--- config.mk ---
export PLATFORM = sky130hd
export DESIGN_NAME = process_scheduler
export DESIGN_NICKNAME = d
export VERILOG_FILES = /design/src/rtl/process_scheduler.sv
export SDC_FILE = /design/constraint.sdc
export NUM_CORES = 1
export LEC_CHECK = 0
export ABC_AREA = 1
export CAP_MARGIN = 30
export CORE_MARGIN = 3
export CORE_UTILIZATION = 25
export CTS_CLUSTER_DIAMETER = 50
export DETAILED_ROUTE_END_ITERATION = 10
export PLACE_DENSITY = 0.45
export SLEW_MARGIN = 20
export SYNTH_ARGS = -nofsm -noshare
export SYNTH_HDL_FRONTEND = slang
export SYNTH_SLANG_ARGS = --single-unit
--- constraint.sdc ---
create_clock -name Clock -period 18.3 [get_ports Clock]
set_clock_uncertainty 0.05 [all_clocks]
set_input_delay 5.49 -clock Clock [delete_from_list [all_inputs] [get_ports Clock]]
set_output_delay 5.49 -clock Clock [all_outputs]
set_load 0.01 [all_outputs]
--- src/rtl/process_scheduler.sv ---
// Round-robin preemptive process scheduler: tracks ready slots and resume PCs,
// and drives a registered context-switch request back into the program counter.
module process_scheduler #(
  parameter int NUM_PROC = 4,
  parameter int QUANTUM  = 20,
  parameter int ID_W     = $clog2(NUM_PROC)
) (
  input  logic                Clock,
  input  logic                Reset,
  input  logic [4:0]          pc_counter,
  input  logic [31:0]         pc_current,
  input  logic                exec_proc,
  input  logic                Halt,
  input  logic                jump_taken,
  input  logic                load_valid,
  input  logic [ID_W-1:0]     load_id,
  input  logic [31:0]         load_addr,
  output logic                change_pc,
  output logic [31:0]         pc_in,
  output logic [ID_W-1:0]     cur_proc,
  output logic [NUM_PROC-1:0] proc_ready,
  output logic                idle
);

  localparam logic [1:0] ST_IDLE   = 2'd0;
  localparam logic [1:0] ST_RUN    = 2'd1;
  localparam logic [1:0] ST_SELECT = 2'd2;
  localparam logic [1:0] ST_SWITCH = 2'd3;

  logic [1:0]          state_q, state_d;
  logic [ID_W-1:0]     cur_q, cur_d, next_q, next_d;
  logic                has_cur_q, has_cur_d;
  logic [31:0]         pc_in_q, pc_in_d;
  logic                change_pc_q;
  logic [NUM_PROC-1:0] ready_all;
  logic [31:0]         saved_all [NUM_PROC];

  logic        halt_eff, load_ok, save_en;
  logic [31:0] pc_plus1;

  assign halt_eff = Halt && has_cur_q && (state_q != ST_IDLE);
  assign load_ok  = load_valid && !((load_id == cur_q) && has_cur_q && (state_q != ST_IDLE));
  // A halted process is never saved, even if its halt arrived while the switch was blocked.
  assign save_en  = (state_q == ST_SWITCH) && !jump_taken && !halt_eff && has_cur_q && ready_all[cur_q];
  assign pc_plus1 = pc_current + 32'd1;

  genvar gi;
  generate
    for (gi = 0; gi < NUM_PROC; gi++) begin : g_slot
      logic        rdy_q, rdy_d;
      logic [31:0] pc_q, pc_d;

      always_comb begin
        rdy_d = rdy_q;
        pc_d  = pc_q;
        if (load_ok && (load_id == ID_W'(gi))) begin
          rdy_d = 1'b1;
          pc_d  = load_addr;
        end
        if (save_en && (cur_q == ID_W'(gi))) pc_d = pc_plus1;
        if (halt_eff && (cur_q == ID_W'(gi))) rdy_d = 1'b0;
      end

      always_ff @(posedge Clock or posedge Reset) begin
        if (Reset) begin
          rdy_q <= 1'b0;
          pc_q  <= 32'd0;
        end else begin
          rdy_q <= rdy_d;
          pc_q  <= pc_d;
        end
      end

      assign ready_all[gi] = rdy_q;
      assign saved_all[gi] = pc_q;
    end
  endgenerate

  // Rotate the candidate mask so bit 0 is slot cur+1; the current slot lands in the top bit.
  logic [NUM_PROC-1:0]   cand, rot;
  logic [2*NUM_PROC-1:0] dbl;
  logic [ID_W:0]         shamt;
  logic [ID_W-1:0]       sel_off, next_sel;
  logic                  found;

  assign cand     = ready_all & ~(halt_eff ? (NUM_PROC'(1) << cur_q) : '0);
  assign shamt    = {1'b0, cur_q} + (ID_W+1)'(1);
  assign dbl      = {cand, cand} >> shamt;
  assign rot      = dbl[NUM_PROC-1:0];
  assign found    = |rot;
  assign next_sel = cur_q + ID_W'(1) + sel_off;

  always_comb begin
    sel_off = '0;
    for (int k = NUM_PROC - 1; k >= 0; k--) begin
      if (rot[k]) sel_off = ID_W'(k);
    end
  end

  always_comb begin
    state_d   = state_q;
    cur_d     = cur_q;
    next_d    = next_q;
    has_cur_d = has_cur_q;
    pc_in_d   = pc_in_q;
    case (state_q)
      ST_IDLE: begin
        if (|ready_all) state_d = ST_SELECT;
      end
      ST_RUN: begin
        if (halt_eff || (!exec_proc && (pc_counter >= 5'(QUANTUM)))) state_d = ST_SELECT;
      end
      ST_SELECT: begin
        if (found) begin
          next_d  = next_sel;
          pc_in_d = saved_all[next_sel];
          state_d = ST_SWITCH;
        end else begin
          has_cur_d = 1'b0;
          state_d   = ST_IDLE;
        end
      end
      ST_SWITCH: begin
        if (halt_eff && (next_q == cur_q)) begin
          state_d = ST_SELECT;
        end else if (!jump_taken) begin
          cur_d     = next_q;
          has_cur_d = 1'b1;
          state_d   = ST_RUN;
        end
      end
      default: state_d = ST_IDLE;
    endcase
  end

  always_ff @(posedge Clock or posedge Reset) begin
    if (Reset) begin
      state_q     <= ST_IDLE;
      cur_q       <= '0;
      next_q      <= '0;
      has_cur_q   <= 1'b0;
      pc_in_q     <= 32'd0;
      change_pc_q <= 1'b0;
    end else begin
      state_q     <= state_d;
      cur_q       <= cur_d;
      next_q      <= next_d;
      has_cur_q   <= has_cur_d;
      pc_in_q     <= pc_in_d;
      change_pc_q <= (state_d == ST_SWITCH);
    end
  end

  assign change_pc  = change_pc_q;
  assign pc_in      = pc_in_q;
  assign cur_proc   = cur_q;
  assign proc_ready = ready_all;
  assign idle       = (state_q == ST_IDLE);

endmodule

Figure 1. Clock wiring as the flow saved it (run 1).
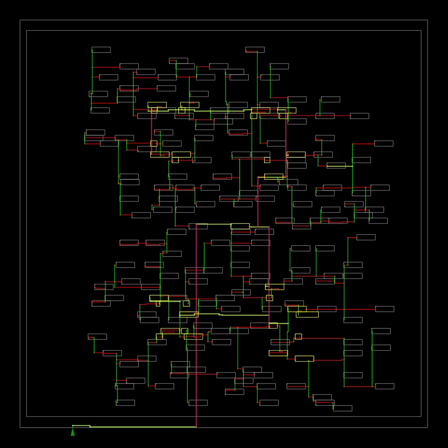
clock buf count: 17
Flops: 172
CTS sink count: 172
clk pwr: 0.367 mW
clk ins delay skew pair: 0.44 ns

Figure 2. Clock network drawn from the DEF (run 1).
Bar = 50 um.
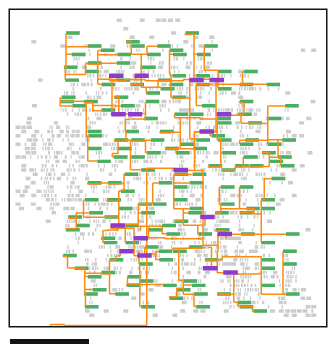
green -> flip-flops  # count 172
orange -> clock wires  # length 2,600 um
purple -> clock-net drivers  # count 17
routed clock nets = 18
Clock power frac: 0.172

==> flow_summary.toml, run 1 <==
# synthesis and place-and-route metrics
[cells_and_area]
n_antenna_cell = 0
fin_area_um2 = 11700
fillers = 4001
logic_area_um2 = 4590
syn_to_final_growth_pct = 22.7

[route]
drtAntennaViolNets = 0
wl_per_cell_um = 18.4
route.detailed.drc = 0
viasPerCell = 4.66
dr_wl_met2_um = 16000
drt_iter0_markers = 574
dr_wl_met3_um = 1780
first_pass_iters = 5
wl_met1_um = 16200

[clocking]
cts_hold_buffers = 0
tritoncts = "built"
root_buffer = "clkbuf_16"
clkTransAtPathRegs_ns = 0.08
ctsResizeCount = 0
cts_buffer_depth = 2
h-tree-depth = 4
postCtsSetupBuffers = 0

[synthesis]
mux_area_frac = 0.0484
syn_avg_cell_area_um2 = 7.53
ys_ff = 172
synthSimpleGateAreaFrac = 0.351
synth_warnings = 0
adder_share = 0.00263
ys_seq_share = 0.453
synth_cells = 1263
synth-xor-area-share = 0.0322

[worst_setup_path]
path_class = "in -> reg"
worstPathMaxFanout = 33
endpoint_kind = "flop"
critPathArrivalTime_ns = 9.02
reg2reg_depth = 19
worstSetupStartpointType = "primary input"
r2r-end = "pc_in[11]"
regToRegStartpoint = "cur_proc[0]"
path_buffers = 4
slowest_stage = "nand2_2"
path_cells = "clkdlybuf4s50_1, nand2_1, inv_1, nand3_1, nand2_1, nand2_1, nand2_1, nand2_1, nand2_1, nand2_1, nand2_1, ha_4, xor2_1, inv_1, nand3_2, buf_4, nand2_2, nand2_1, nand3_1, nand2_1"
cp_slowest_stage_delay_ns = 0.70
reg2reg_slack_ns = 14.38

[die]
row_count = 70
initCoreUtil = 0.257
ios = 117

[global_routing]
track_usage = 0.170
grt-ovfl-total = 0
grt_pass1_vias = 8610
grt_util_met2 = 0.275
grt_max_degree = 67
grt_use_met3 = 0.0298
grt_util_met1 = 0.240

[min_path]
min_path_cells = 2
hold_end = "g_slot[1].pc_q[20]"
holdCritStartpoint = "g_slot[1].pc_q[20]"
min_path_type = "reg -> reg"

[power_and_ir_drop]
power_density_nw_per_um2 = 183
static-leakage-power_nw = 5.44

[run]
warnings = 28
maxCapViolations = 0

[final_timing]
period_used_share = 0.475
maxSlewViolCount = 0
rsz0062_at_grt = "false"
setup_violations = 0
fin_tns_setup_ns = 0

[run_status]
status = "completed"

[place]
place_ws_ns = 9.16
dpl.cell_count = 1830
placed_cell_area_um2 = 11100
post-dp-hpwl_um = 21800
Figure 3. Supply network (run 1).
Pins as bars on the die edge. Tap cells in gray.
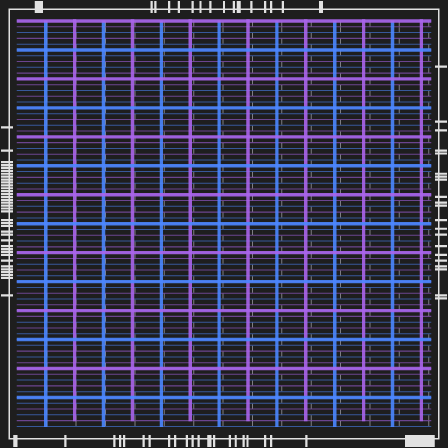
purple -> VDD
blue -> VSS
rows = 70
met1 rails = 71
met4 straps = 14
signal pins = 117
Die H: 201 um
peak supply drop: 0.139 mV
core area: 37,000 um2
die width: 201 um

## run 1: through the flow
step | utilization | hold WS (ns)
global placement | 0.298 | 0.409
floorplan | - | 0.397
detailed placement | 0.299 | 0.414
CTS | 0.314 | 0.431
global route | 0.315 | 0.449
finish | 0.315 | 0.424
## run 1: registers in the layout, indices dropped and copies added, names as in the netlist
signal        flops
has_cur_q         1
change_pc         1
next_q            2
state_q           2
pc_in            32
cur_proc          2
g_slot.pc_q     128
g_slot.rdy_q      4
## run 1: power breakdown
| group | switching (mW) | total [mW] | internal [mW] |
|---|---|---|---|
| clock | 0.174 | 0.367 | 0.192 |
| combinational | 0.672 | 1.10 | 0.431 |
| sequential | 0.102 | 0.664 | 0.562 |
| total | 0.949 | 2.13 | 1.18 |
## run 1: layout make-up
type                    instances  share of cell area
inverters                      70              0.0229
multi-input cells             954               0.393
clock inverters                15              0.0130
flip-flops and latches        172               0.369
repair buffers                131               0.112
clock buffers                  17              0.0365
well taps                     504              0.0540
## run 1: Yosys cell counts, drive strengths merged
cell type / count / area, um2
nor2b: 1 / 6.26
o22ai: 6 / 37.5
dfrtp: 172 / 4300
clkbuf: 19 / 71.3
o211ai: 19 / 143
inv: 70 / 263
mux2i: 46 / 460
nor3: 18 / 95.1
o221ai: 3 / 26.3
a21boi: 2 / 15.0
nand3: 178 / 901
nand2: 536 / 2020
ha: 2 / 25.0
xor2: 24 / 210
o21ai: 28 / 148
buf: 48 / 305
nand4: 9 / 56.3
nor2: 52 / 203
a21oi: 7 / 38.8
nor3b: 2 / 15.0
xnor2: 11 / 96.3
a211oi: 4 / 30.0
nor4: 6 / 37.5
## run 1: worst max path at each step
stage,startpoint,end,cells past startpoint
floorplan,Reset,change_pc,1
global placement,Halt,pc_in[4],20
detailed placement,Halt,pc_in[11],20
CTS,Halt,pc_in[11],20
global route,Halt,pc_in[11],20
finish,Halt,pc_in[11],20
## run 1: cells in the final DEF (no fill, tap or decap), types with 3 or more instances in the layout
| cell type | count |
|---|---|
| nand2_1 | 533 |
| nand3_1 | 176 |
| dfrtp_1 | 172 |
| clkdlybuf4s50_1 | 114 |
| inv_1 | 61 |
| nor2_1 | 49 |
| mux2i_1 | 46 |
| xor2_1 | 24 |
| o21ai_0 | 22 |
| o211ai_1 | 19 |
| nor3_1 | 17 |
| clkbuf_16 | 17 |
| buf_4 | 15 |
| xnor2_1 | 11 |
| nand4_1 | 9 |
| inv_2 | 8 |
| inv_6 | 7 |
| a21oi_1 | 6 |
| nor4_1 | 6 |
| o22ai_1 | 6 |
| o21ai_1 | 4 |
| a211oi_1 | 4 |
| o221ai_1 | 3 |
| nand2_2 | 3 |
| clkinv_4 | 3 |
## run 1: worst reg2reg max path, delay by kind of cell, from the launching register on
kind / cells / cell delay, ns
xor gates and xnor gates: 1 / 0.21
adders and majority gates: 1 / 0.13
buffers and inverters: 3 / 0.70
DFF: 1 / 0.66
and+or+nand+nor: 14 / 2.09
--- run 2 (diff from run 1) ---
--- a/config.mk
+++ b/config.mk
@@ -11,7 +11,7 @@
 export CORE_UTILIZATION = 25
 export CTS_CLUSTER_DIAMETER = 50
 export DETAILED_ROUTE_END_ITERATION = 10
-export PLACE_DENSITY = 0.45
+export PLACE_DENSITY = 0.47
 export SLEW_MARGIN = 20
 export SYNTH_ARGS = -nofsm -noshare
 export SYNTH_HDL_FRONTEND = slang
==> constraint.sdc (replaced) <==
create_clock -name Clock -period 7.4 [get_ports Clock]
set_clock_uncertainty 0.05 [all_clocks]
set_input_delay 2.22 -clock Clock [delete_from_list [all_inputs] [get_ports Clock]]
set_output_delay 2.22 -clock Clock [all_outputs]
set_load 0.01 [all_outputs]
Figure 4. Clock network drawn from the DEF (run 2).
Bar = 50 um.
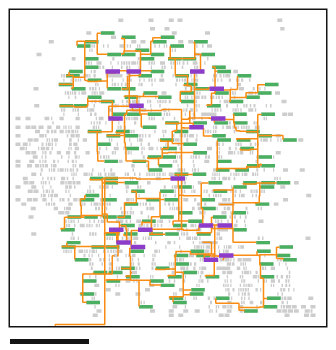
green -> flip-flops  # count 172
orange -> clock wires  # length 2,490 um
purple -> clock-net drivers  # count 17
routed clock nets = 18
Clock power frac: 0.185
clk pwr: 1.00 mW
clk ins delay skew pair: 0.43 ns

==> run 2 against run 1 <==
Compared with the run above:
- sequential cell count unchanged
- final cell count up 0.11%
- clock power rose to 2.7 times the previous value
- largest power group unchanged
- global-route usage about the same
- worst hold slack better by 0.0028 ns
- utilization up 0.23 points
==> flow_summary.toml, run 2 <==
# synthesis and place-and-route metrics
[worst_setup_path]
endpoint_kind = "flop"
path_cells = "clkdlybuf4s50_1, nand2_1, inv_1, nand3_1, nand2_1, nand2_1, nand2_1, nand2_1, nand2_1, nand2_1, nand2_1, ha_4, buf_12, mux2i_1, nand3_1, nand3_1, nand2_1"
slowest_stage = "ha_4"
critPathArrivalTime_ns = 5.11
path_buffers = 3
worstSetupStartpointType = "primary input"
worstPathMaxFanout = 53

[clocking]
cts_hold_buffers = 0
cts_sinks = 172
h-tree-depth = 4
cts_buffer_depth = 2
ctsResizeCount = 0
tritoncts = "built"
root_buffer = "clkbuf_16"
clkTransAtPathRegs_ns = 0.07

[cells_and_area]
largest_register_ff_count = 128
layout_top_cells = "533 x nand2_1, 176 x nand3_1, 172 x dfrtp_1, 114 x clkdlybuf4s50_1, 61 x inv_1"
syn_to_final_growth_pct = 23.7
final_nets = 1427
largest-register = "g_slot.pc_q"
fillers = 3996
fin_area_um2 = 11800
logic_area_um2 = 4590

[synthesis]
synth-xor-area-share = 0.0322
top_cell_area_share = 0.453
common_cells = "533 x nand2_1, 176 x nand3_1, 172 x dfrtp_1, 62 x inv_1, 49 x nor2_1"
mux_area_frac = 0.0484
top_cell = "nand2_1"
edf_count = 0
synthSimpleGateAreaFrac = 0.351
adder_share = 0.00263
yosysTopAreaCell = "dfrtp_1"
synth_warnings = 0
async_reset_ff_frac = 1.00
ys_seq_share = 0.453
ys_ff = 172
synth_cells = 1263

[route]
first_pass_iters = 5
drtAntennaViolNets = 0
viasPerCell = 4.69
route.detailed.drc = 0
wl_per_cell_um = 18.3

[power_and_ir_drop]
power_frac_comb = 0.512
seq_power_share = 0.304
static-leakage-power_nw = 5.48
p_int_mw = 3.07
p_sw_mw = 2.35
power_density_nw_per_um2 = 461
ir_drop_mv = 0.345

[die]
initCoreUtil = 0.257
core_region_area_um2 = 37000
ios = 117
dieWidth_um = 201
row_count = 70

[run_status]
status = "completed"

[run]
warnings = 28
maxCapViolations = 0

[global_routing]
grt_pass1_vias = 8807
track_usage = 0.170
grt_max_degree = 69
grt-ovfl-total = 0

[final_timing]
period_used_share = 0.655
fin_tns_setup_ns = 0
setup_violations = 0
rsz0062_at_grt = "false"

[place]
numPortBuffers = 114
placed_cell_area_um2 = 11100
post-dp-hpwl_um = 22300
place_ws_ns = 2.09

[min_path]
min_path_type = "reg -> reg"
Figure 5. Logic cells by family (run 2).
Bar = 50 um.
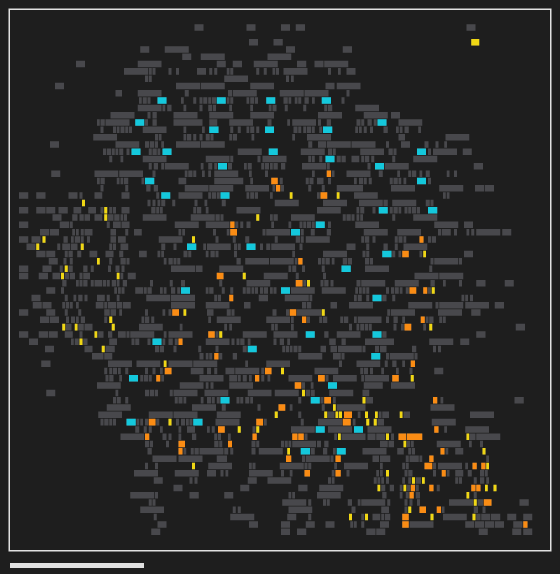
yellow -> inv cells  # cells 70, most used inv_1
cyan -> mux cells  # cells 46, most used mux2i_1
orange -> aoi and oai cells  # cells 69, most used o21ai_0
final non-filler cell total: 1,865
most numerous logic cell after layout: nand2_1
Comb/total area: 0.390

run 2: cell count changes in the layout (fill, tap and decap cells not counted), sizes merged:
| cell | delta |
|---|---|
| buf | +2 |
| bufinv | +3 |
| clkbuf | +1 |
| clkinv | +1 |
| clkinvlp | -1 |
| inv | -4 |
run 2: final timing paths:
path / depth (start not counted) / endpoint / slack (ns) / startpoint
max: 17 / pc_in[21] / 2.55 / Halt
min reg2reg: 2 / g_slot[1].pc_q[14] / 0.43 / g_slot[1].pc_q[14]
min: 2 / g_slot[1].pc_q[14] / 0.43 / g_slot[1].pc_q[14]
max reg2reg: 16 / pc_in[21] / 4.12 / cur_proc[1]
min in group asynchronous: 2 / pc_in[17] / 2.11 / Reset
max in group asynchronous: 4 / pc_in[28] / 3.88 / Reset
run 2: per-layer routing:
metal / track usage / vias up / routed length [um]
li1: - / 4253 / -
met1: 0.237 / 4195 / 15700
met2: 0.275 / 260 / 15900
met3: 0.0284 / 32 / 1950
met4: 0.0439 / 2 / 517
met5: 0 / - / 13
run 2: logic make-up after synthesis:
logic type / Yosys count
multiplexers: 46
AND/OR/NAND/NOR: 802
buffers and inverters: 137
AND-OR/OR-AND: 69
adder cells (fa/ha/maj): 2
flip-flops: 172
XOR/XNOR: 35
run 2: area by class of cell:
class | count | share of cell area
clock buffers | 18 | 0.0374
clock inverters | 14 | 0.0178
inverters | 70 | 0.0228
multi-input cells | 954 | 0.390
flip-flops and latches | 172 | 0.366
well taps | 504 | 0.0536
repair buffers | 133 | 0.112
run 2: power by group through the flow:
stage / clock network [mW] / registers (mW) / logic, mW
after floorplan: 0 / 1.63 / 1.93
after global placement: 0 / 1.65 / 2.78
after detailed placement: 0 / 1.66 / 2.80
after CTS: 1.02 / 1.65 / 2.81
after global routing: 1.06 / 1.70 / 3.10
final: 1.00 / 1.64 / 2.77
run 2: worst min-delay path: stages (launching register included):
cell and delay, ns:
dfrtp_1 0.34, nand2_1 0.05, nand3_1 0.05
run 2: metrics by stage:
| stage | hold slack, ns | util | total power, mW | cells |
|---|---|---|---|---|
| 2_1_floorplan | 0.397 | - | 3.56 | 1263 |
| 3_3_place_gp | 0.410 | 0.299 | 4.44 | 1832 |
| 3_5_place_dp | 0.414 | 0.300 | 4.46 | 1833 |
| 4_1_cts | 0.431 | 0.317 | 5.48 | 1865 |
| 5_1_grt | 0.443 | 0.317 | 5.86 | 1865 |
| 6_report | 0.427 | 0.317 | 5.42 | 1865 |
--- run 3 (diff from run 2) ---
--- a/config.mk
+++ b/config.mk
@@ -11,7 +11,7 @@
 export CORE_UTILIZATION = 25
 export CTS_CLUSTER_DIAMETER = 50
 export DETAILED_ROUTE_END_ITERATION = 10
-export PLACE_DENSITY = 0.47
+export PLACE_DENSITY = 0.45
 export SLEW_MARGIN = 20
 export SYNTH_ARGS = -nofsm -noshare
 export SYNTH_HDL_FRONTEND = slang
==> constraint.sdc (replaced) <==
create_clock -name Clock -period 4.6 [get_ports Clock]
set_clock_uncertainty 0.05 [all_clocks]
set_input_delay 1.38 -clock Clock [delete_from_list [all_inputs] [get_ports Clock]]
set_output_delay 1.38 -clock Clock [all_outputs]
set_load 0.01 [all_outputs]
Figure 6. Clock network drawn from the DEF (run 3).
Bar = 50 um.
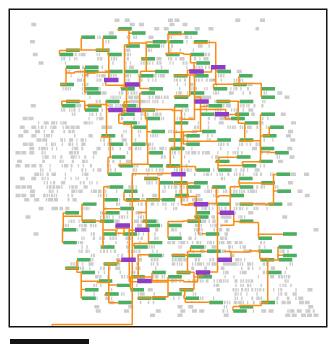
purple -> clock-net drivers  # count 17
green -> flip-flops  # count 172
orange -> clock wires  # length 2,550 um
routed clock nets = 18
clk pwr: 1.48 mW
clk ins delay skew pair: 0.44 ns
Clock power frac: 0.168

==> run 3 against run 2 <==
Compared with the run above:
- synthesized cell count did not move
- worst hold slack worse by 0.0018 ns
- via count up 1.3%
- global-route usage is essentially flat
- clock-buffer cell count is 1 lower
- clock power is 48% higher
- final area increased by 0.60%
- die size unchanged
- sequential share of layout area is 0.22 points lower
- critical path type unchanged
- largest power group unchanged
==> flow_summary.toml, run 3 <==
# synthesis and place-and-route metrics
[run_status]
status = "completed"

[worst_setup_path]
slowest_stage = "ha_4"
path_cells = "clkdlybuf4s50_1, nand2_1, inv_1, nand3_1, nand2_1, nand2_1, nand2_1, nand2_1, nand2_1, nand2_1, nand2_1, ha_4, buf_12, mux2i_1, nand3_1, nand3_1, nand2_1"
cp_slowest_stage_delay_ns = 0.57
path_class = "in -> reg"
critPathArrivalTime_ns = 3.93
path_buffers = 3
worstSetupStartpointType = "primary input"
worstPathRequired_ns = 4.88
endpoint_kind = "flop"
worstPathMaxFanout = 25

[die]
dieWidth_um = 201
core_region_area_um2 = 37000
row_count = 70
ios = 117
chipHeight_um = 201

[synthesis]
syn_avg_cell_area_um2 = 7.53
ys_ff = 172
yosysTopAreaCell = "dfrtp_1"
ff_type = "dfrtp_1"
synth_cells = 1263
top_cell_area_share = 0.453
ys_top_cells_by_area = "dfrtp_1 45%, nand2_1 21%, nand3_1 9.3%"
top_cell = "nand2_1"
synth_warnings = 0
edf_count = 0
async_reset_ff_frac = 1.00
ys_cells = 1263
ys_seq_share = 0.453
common_cells = "533 x nand2_1, 176 x nand3_1, 172 x dfrtp_1, 62 x inv_1, 49 x nor2_1"

[route]
drtAntennaViolNets = 0
viasPerCell = 4.71
wl_per_cell_um = 18.2
first_pass_iters = 5
drt_iter0_markers = 760
route.detailed.drc = 0

[run]
maxCapViolations = 0
warnings = 28

[global_routing]
grt-ovfl-total = 0
track_usage = 0.170
grt_max_degree = 99
top_usage_layer = "met2"
grt_util_met2 = 0.259
grt_util_met1 = 0.249
grt_use_met3 = 0.0281
grt_pass1_vias = 8692

[clocking]
root_buffer = "clkbuf_16"
postCtsSetupBuffers = 0
h-tree-depth = 4
ctsResizeCount = 0
cts_hold_buffers = 0
cts_sinks = 172
cts_buffer_depth = 2
tritoncts = "built"
clkTransAtPathRegs_ns = 0.07

[final_timing]
period_used_share = 0.794
setup_violations = 0
maxSlewViolCount = 0
worst-slew-pin-transition_ns = 0.720

[cells_and_area]
final_nets = 1441
fin_area_um2 = 11800
fillers = 3987
layout_top_cell = "nand2_1"
layout_top_cells = "533 x nand2_1, 176 x nand3_1, 172 x dfrtp_1, 114 x clkdlybuf4s50_1, 61 x inv_1"
largest-register = "g_slot.pc_q"
largest_register_ff_count = 128

[place]
post-dp-hpwl_um = 22600
place_ws_ns = 0.508
gp_congestion = 0.818
placed_cell_area_um2 = 11200
numPortBuffers = 114

[power_and_ir_drop]
static-leakage-power_nw = 5.53
ir_drop_mv = 0.380
power_density_nw_per_um2 = 744

[min_path]
min_path_type = "reg -> reg"
Figure 7. Logic cells by family (run 3).
Bar = 50 um.
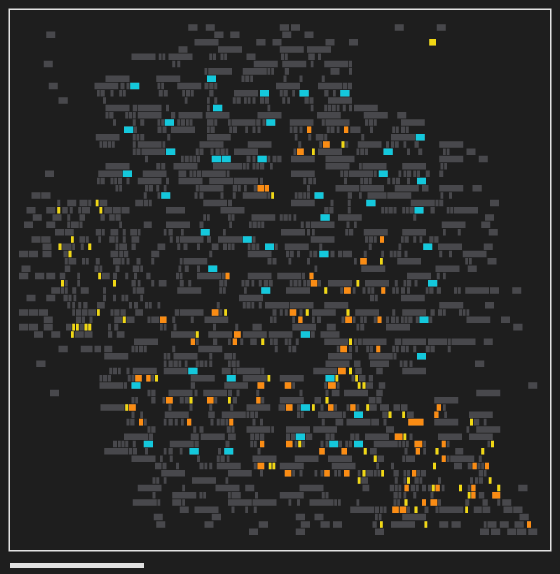
cyan -> mux cells  # cells 46, most used mux2i_1
orange -> aoi and oai cells  # cells 69, most used o21ai_0
yellow -> inv cells  # cells 70, most used inv_1
Comb/total area: 0.388
final non-filler cell total: 1,879

## run 3: cell families (layout without fill, tap and decap cells)
kind of cell	after synthesis	count (layout)	synth area share
DFF	172	172	0.453
xor gates and xnor gates	35	35	0.0322
adders and majority gates	2	2	0.00263
AOI/OAI and AO/OA	69	69	0.0461
and+or+nand+nor	802	802	0.351
buffers and inverters	137	249	0.0673
muxes	46	46	0.0484
## run 3: path summary, 6_finish.rpt
| kind | startpoint | to | slack, ns | cells after the start |
|---|---|---|---|---|
| setup / recovery | Halt | pc_in[25] | 0.95 | 17 |
| max in group asynchronous | Reset | g_slot[3].pc_q[7] | 2.32 | 3 |
| min in group asynchronous | Reset | g_slot[2].pc_q[19] | 1.29 | 2 |
| hold / removal | g_slot[1].pc_q[21] | g_slot[1].pc_q[21] | 0.43 | 2 |
| setup reg to reg | cur_proc[0] | pc_in[11] | 1.62 | 18 |
| hold reg to reg | g_slot[1].pc_q[21] | g_slot[1].pc_q[21] | 0.43 | 2 |
## run 3: layer usage
metal | routed length, um | part of all wire
met5 | 0 | 0
met4 | 587 | 0.017
met3 | 1970 | 0.058
met2 | 15000 | 0.44
met1 | 16600 | 0.49
## run 3: final cells by class
class | count | area share
clock inverter | 15 | 0.0139
sequential | 172 | 0.364
timing repair buffer | 147 | 0.123
tap | 504 | 0.0533
multi-input combinational | 954 | 0.388
inverter | 70 | 0.0225
clock buffer | 17 | 0.0360
## run 3: report_power, final
part           internal (mW)  switching [mW]
clock network          0.811           0.671
registers               2.24           0.406
logic                   1.96            2.72
total                   5.00            3.80
## run 3: stage by stage
| step | utilization | instances | hold slack [ns] | power (mW) |
|---|---|---|---|---|
| 5_1_grt | 0.319 | 1879 | 0.443 | 9.55 |
| 4_1_cts | 0.319 | 1879 | 0.431 | 8.91 |
| 6_report | 0.319 | 1879 | 0.425 | 8.80 |
| 2_1_floorplan | - | 1263 | 0.397 | 5.72 |
| 3_5_place_dp | 0.303 | 1847 | 0.414 | 7.39 |
| 3_3_place_gp | 0.303 | 1847 | 0.409 | 7.36 |
## run 3: worst min-delay path, stage by stage, from the launching register on
cell and delay (ns):
dfrtp_1 0.34, nand2_1 0.05, nand3_1 0.05
Power figures rest on the tool's default switching activity, not on a simulated workload.
